**src/rtl/mpmp_fifo_pkg.sv**
```systemverilog
// mpmp_fifo_pkg: width and wrap arithmetic helpers
// shared by the multi-push/multi-pop FIFO files.
package mpmp_fifo_pkg;

    function automatic int cw(input int n);
        return $clog2(n + 1);
    endfunction

    function automatic int min_i(input int a, input int b);
        return (a < b) ? a : b;
    endfunction

    // k never exceeds d, so one conditional subtract is a full modulo
    function automatic int wrap_add(input int p, input int k, input int d);
        int s;
        s = p + k;
        return (s >= d) ? s - d : s;
    endfunction

endpackage

```
**src/rtl/mpmp_fifo_flush_if.sv**
```systemverilog
// mpmp_fifo_flush_if: push/pop lane bundle of the FIFO.
// master = producer/consumer side, slave = FIFO side.
interface mpmp_fifo_flush_if #(
    parameter int W  = 8,
    parameter int D  = 6,
    parameter int NI = 4,
    parameter int NO = 3
);
    import mpmp_fifo_pkg::*;

    localparam int IW = cw(NI);
    localparam int OW = cw(NO);
    localparam int CW = cw(D);

    logic                   flush;
    logic [IW-1:0]          push;
    logic [NI-1:0][W-1:0]   push_data;
    logic [OW-1:0]          pop;
    logic [NO-1:0][W-1:0]   pop_data;
    logic [IW-1:0]          can_push;
    logic [OW-1:0]          can_pop;
    logic [CW-1:0]          count;
    logic                   almost_full;
    logic                   err_ovf;
    logic                   err_udf;

    modport master (
        output flush, push, push_data, pop,
        input  pop_data, can_push, can_pop, count,
        input  almost_full, err_ovf, err_udf
    );

    modport slave (
        input  flush, push, push_data, pop,
        output pop_data, can_push, can_pop, count,
        output almost_full, err_ovf, err_udf
    );

endinterface

```
**src/rtl/mpmp_fifo_ptr.sv**
```systemverilog
// mpmp_fifo_ptr: pointer register advancing by k words,
// wrapping modulo a depth D that need not be a power of two.
module mpmp_fifo_ptr #(
    parameter int D  = 6,
    parameter int KW = 3,
    localparam int PW = (D > 1) ? $clog2(D) : 1
) (
    input  logic          clk,
    input  logic          arstn,
    input  logic          clr,
    input  logic [KW-1:0] k,
    output logic [PW-1:0] ptr
);
    import mpmp_fifo_pkg::*;

    logic [PW-1:0] ptr_d;

    always_comb begin
        ptr_d = PW'(wrap_add(int'(ptr), int'(k), D));
    end

    always_ff @(posedge clk or negedge arstn) begin
        if (!arstn) begin
            ptr <= '0;
        end else if (clr) begin
            ptr <= '0;
        end else begin
            ptr <= ptr_d;
        end
    end

endmodule

```
**src/rtl/mpmp_fifo_flush.sv**
```systemverilog
// mpmp_fifo_flush: show-ahead multi-push/multi-pop FIFO with flush.
// Define MPMP_FIFO_ERR_EN to build sticky err_ovf/err_udf flags.
module mpmp_fifo_flush #(
    parameter int W  = 8,
    parameter int D  = 6,
    parameter int NI = 4,
    parameter int NO = 3,
    parameter int AF = D - 1
) (
    input  logic               clk,
    input  logic               arstn,
    mpmp_fifo_flush_if.slave   f
);
    import mpmp_fifo_pkg::*;

    localparam int IW = cw(NI);
    localparam int OW = cw(NO);
    localparam int CW = cw(D);
    localparam int PW = (D > 1) ? $clog2(D) : 1;

    logic [W-1:0]  mem [D];
    logic [PW-1:0] rd_ptr;
    logic [PW-1:0] wr_ptr;
    logic [CW-1:0] count_q;
    logic [IW-1:0] can_push;
    logic [IW-1:0] push_acc;
    logic [OW-1:0] can_pop;
    logic [OW-1:0] pop_acc;

    // space/data offered depends only on registered count
    always_comb begin
        can_push = IW'(min_i(NI, D - int'(count_q)));
        can_pop  = OW'(min_i(NO, int'(count_q)));
        push_acc = IW'(min_i(int'(f.push), int'(can_push)));
        pop_acc  = OW'(min_i(int'(f.pop), int'(can_pop)));
    end

    mpmp_fifo_ptr #(.D(D), .KW(IW)) u_wr_ptr (
        .clk   (clk),
        .arstn (arstn),
        .clr   (f.flush),
        .k     (push_acc),
        .ptr   (wr_ptr)
    );

    mpmp_fifo_ptr #(.D(D), .KW(OW)) u_rd_ptr (
        .clk   (clk),
        .arstn (arstn),
        .clr   (f.flush),
        .k     (pop_acc),
        .ptr   (rd_ptr)
    );

    always_ff @(posedge clk) begin
        if (!f.flush) begin
            for (int i = 0; i < NI; i++) begin
                if (i < int'(push_acc)) begin
                    mem[PW'(wrap_add(int'(wr_ptr), i, D))] <= f.push_data[i];
                end
            end
        end
    end

    always_ff @(posedge clk or negedge arstn) begin
        if (!arstn) begin
            count_q <= '0;
        end else if (f.flush) begin
            count_q <= '0;
        end else begin
            count_q <= count_q + CW'(push_acc) - CW'(pop_acc);
        end
    end

    always_comb begin
        f.pop_data = '0;
        for (int i = 0; i < NO; i++) begin
            if (i < int'(can_pop)) begin
                f.pop_data[i] = mem[PW'(wrap_add(int'(rd_ptr), i, D))];
            end
        end
    end

    assign f.can_push    = can_push;
    assign f.can_pop     = can_pop;
    assign f.count       = count_q;
    assign f.almost_full = (count_q >= CW'(AF));

`ifdef MPMP_FIFO_ERR_EN
    logic ovf_q;
    logic udf_q;

    always_ff @(posedge clk or negedge arstn) begin
        if (!arstn) begin
            ovf_q <= 1'b0;
            udf_q <= 1'b0;
        end else if (f.flush) begin
            ovf_q <= 1'b0;
            udf_q <= 1'b0;
        end else begin
            ovf_q <= ovf_q | (f.push > can_push);
            udf_q <= udf_q | (f.pop > can_pop);
        end
    end

    assign f.err_ovf = ovf_q;
    assign f.err_udf = udf_q;
`else
    assign f.err_ovf = 1'b0;
    assign f.err_udf = 1'b0;
`endif

endmodule

```
**src/flat_wrapper.sv**
```systemverilog
// flat-port wrapper written by rule: the top's interface ports become plain ports
module mpmp_fifo_flush_flat import mpmp_fifo_pkg::*;
#(
    parameter int W  = 8,
    parameter int D  = 6,
    parameter int NI = 4,
    parameter int NO = 3,
    parameter int AF = D - 1
)
  (clk, arstn, f_flush, f_push, f_push_data, f_pop, f_pop_data, f_can_push, f_can_pop, f_count, f_almost_full, f_err_ovf, f_err_udf);
  mpmp_fifo_flush_if #(.W(W), .D(D), .NI(NI), .NO(NO)) f_i ();
  input  logic clk;
  input  logic arstn;
  input wire logic [$bits(f_i.flush)-1:0] f_flush;
  input wire logic [$bits(f_i.push)-1:0] f_push;
  input wire logic [$bits(f_i.push_data)-1:0] f_push_data;
  input wire logic [$bits(f_i.pop)-1:0] f_pop;
  output wire logic [$bits(f_i.pop_data)-1:0] f_pop_data;
  output wire logic [$bits(f_i.can_push)-1:0] f_can_push;
  output wire logic [$bits(f_i.can_pop)-1:0] f_can_pop;
  output wire logic [$bits(f_i.count)-1:0] f_count;
  output wire logic [$bits(f_i.almost_full)-1:0] f_almost_full;
  output wire logic [$bits(f_i.err_ovf)-1:0] f_err_ovf;
  output wire logic [$bits(f_i.err_udf)-1:0] f_err_udf;
  assign f_i.flush = f_flush;
  assign f_i.push = f_push;
  assign f_i.push_data = f_push_data;
  assign f_i.pop = f_pop;
  assign f_pop_data = f_i.pop_data;
  assign f_can_push = f_i.can_push;
  assign f_can_pop = f_i.can_pop;
  assign f_count = f_i.count;
  assign f_almost_full = f_i.almost_full;
  assign f_err_ovf = f_i.err_ovf;
  assign f_err_udf = f_i.err_udf;
  mpmp_fifo_flush #(.W(W), .D(D), .NI(NI), .NO(NO), .AF(AF)) u_core (.clk(clk), .arstn(arstn), .f(f_i));
endmodule
```
**config.mk**
```make
export PLATFORM = sky130hd
export DESIGN_NAME = mpmp_fifo_flush_flat
export DESIGN_NICKNAME = d
export VERILOG_FILES = /design/src/rtl/mpmp_fifo_pkg.sv /design/src/rtl/mpmp_fifo_flush_if.sv /design/src/rtl/mpmp_fifo_ptr.sv /design/src/rtl/mpmp_fifo_flush.sv /design/src/flat_wrapper.sv
export SDC_FILE = /design/constraint.sdc
export NUM_CORES = 1
export LEC_CHECK = 0
export ABC_AREA = 1
export CELL_PAD_IN_SITES_DETAIL_PLACEMENT = 0
export CELL_PAD_IN_SITES_GLOBAL_PLACEMENT = 2
export CORE_ASPECT_RATIO = 1.2
export CORE_MARGIN = 2
export CORE_UTILIZATION = 29
export CTS_BUF_LIST = sky130_fd_sc_hd__clkbuf_16
export CTS_CLUSTER_DIAMETER = 100
export DETAILED_ROUTE_END_ITERATION = 12
export HOLD_SLACK_MARGIN = 0.02
export MAX_ROUTING_LAYER = met4
export PLACE_DENSITY = 0.88
export RECOVER_POWER = 100
export SYNTH_ARGS = -nofsm -noshare
export SYNTH_HDL_FRONTEND = slang
export SYNTH_SLANG_ARGS = --single-unit
```
**constraint.sdc**
```tcl
create_clock -name clk -period 3.07 [get_ports clk]
set_input_delay 0.307 -clock clk [delete_from_list [all_inputs] [get_ports clk]]
set_output_delay 0.307 -clock clk [all_outputs]
set_load 0.03 [all_outputs]
```
Fig. 1: cell outlines without signal wires
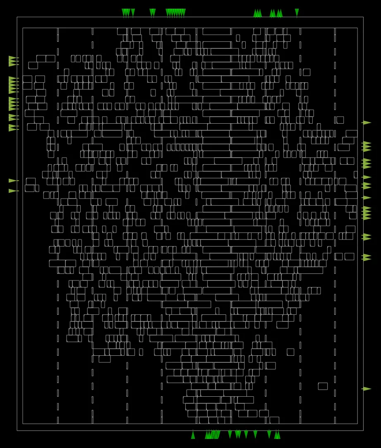
number of placement rows: 58
number of non-filler instances in the completed layout: 1311
Fillers: 2185
Finished Core Util: 38.5%
share of cell area taken by flip-flops and latches: 20.6%

Fig. 2: wiring by layer
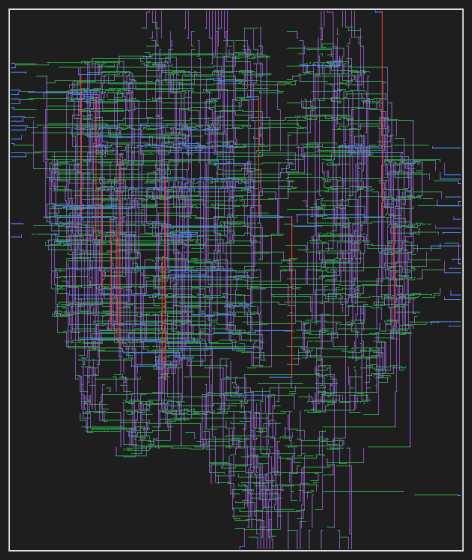
M3: shown in blue, wire length 940 microns. M4: shown in red, wire length 518 microns. M1: shown in green, wire length 9770 microns. M2: shown in purple, wire length 10300 microns.

==> flow_summary.rst <==
Implementation results
======================

.. list-table::
   :header-rows: 1

   * - Metric
     - Value
   * - Result of the run
     - completed
   * - Number of antenna violations at the first check in global routing
     - 0
   * - Total vias in the final route
     - 6542
   * - Overall die width
     - 138 microns
   * - Layout cell share with drive strength beyond 1
     - 17.1%
   * - Number of detailed-route iterations in the first pass
     - 5
   * - Signal buf overhead
     - 15.3%
   * - Power density over the cells
     - 1290 nW/um^2
   * - Worst-case setup slack after placement
     - -0.0443 ns
   * - Dominant delay contributor by cell family on the critical path
     - adder cells
   * - Critical Path AT
     - 3.25 ns
   * - Setup TNS
     - 0 ns
   * - Most common cell after layout, fill and taps aside
     - sky130_fd_sc_hd__nand2_1
   * - Cell types occupying the most area after synthesis
     - sky130_fd_sc_hd__edfxtp_1 (23%), sky130_fd_sc_hd__nand2_1 (14%), sky130_fd_sc_hd__nand3_1 (13%)
   * - Top Layer Used
     - met4
   * - Critical-path cell list
     - ha_2 -> xor2_2 -> ha_4 -> a21oi_4 -> nand2_4 -> nand2_4 -> nand2_4 -> ha_4 -> fa_2 -> inv_2 -> nor2_4 -> a211oi_2 -> or2_4 -> a211oi_2
   * - Worst clock skew on the final layout
     - 0.00725 ns
   * - Number of cells in the yosys synthesis report
     - 930
   * - Ys flops
     - 57
   * - Final-stage net count
     - 1106
   * - Final Worst Setup Slack
     - 0.0617 ns
   * - Clock H-tree levels
     - 3
Fig. 3: the metal 1 layer
Supply wires on this layer in grey.
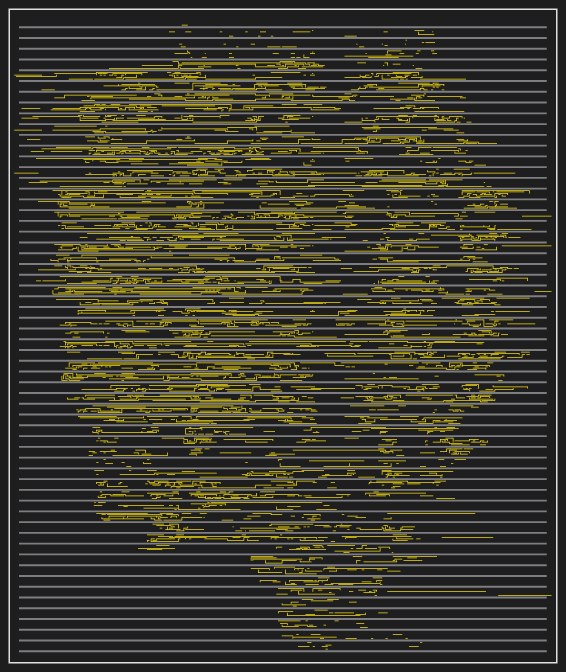
1010 nets have wire on it. The wires run mostly horizontal. The layer carries 9770 microns of wire. The layer holds 45% of the routed length.

Fig. 4: signal metal coverage by tile
The die is cut into 28 by 33 equal tiles; black is low, pale yellow is high, scaled to the fullest tile. Values are wire area over tile area, all layers added.
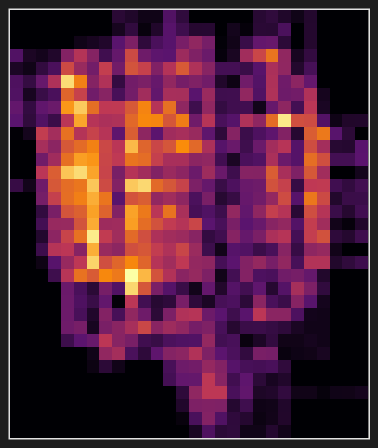
The mean over all tiles is 0.15. The fullest tile reaches 0.61. 14% of the tiles are over half the peak.
Tot GR Track Use: 19.4%
post-detailed-route wirelength per cell: 16.4 microns
aggregate routed wire length: 21.5 mm

Power is estimated from default activity; no workload was simulated.
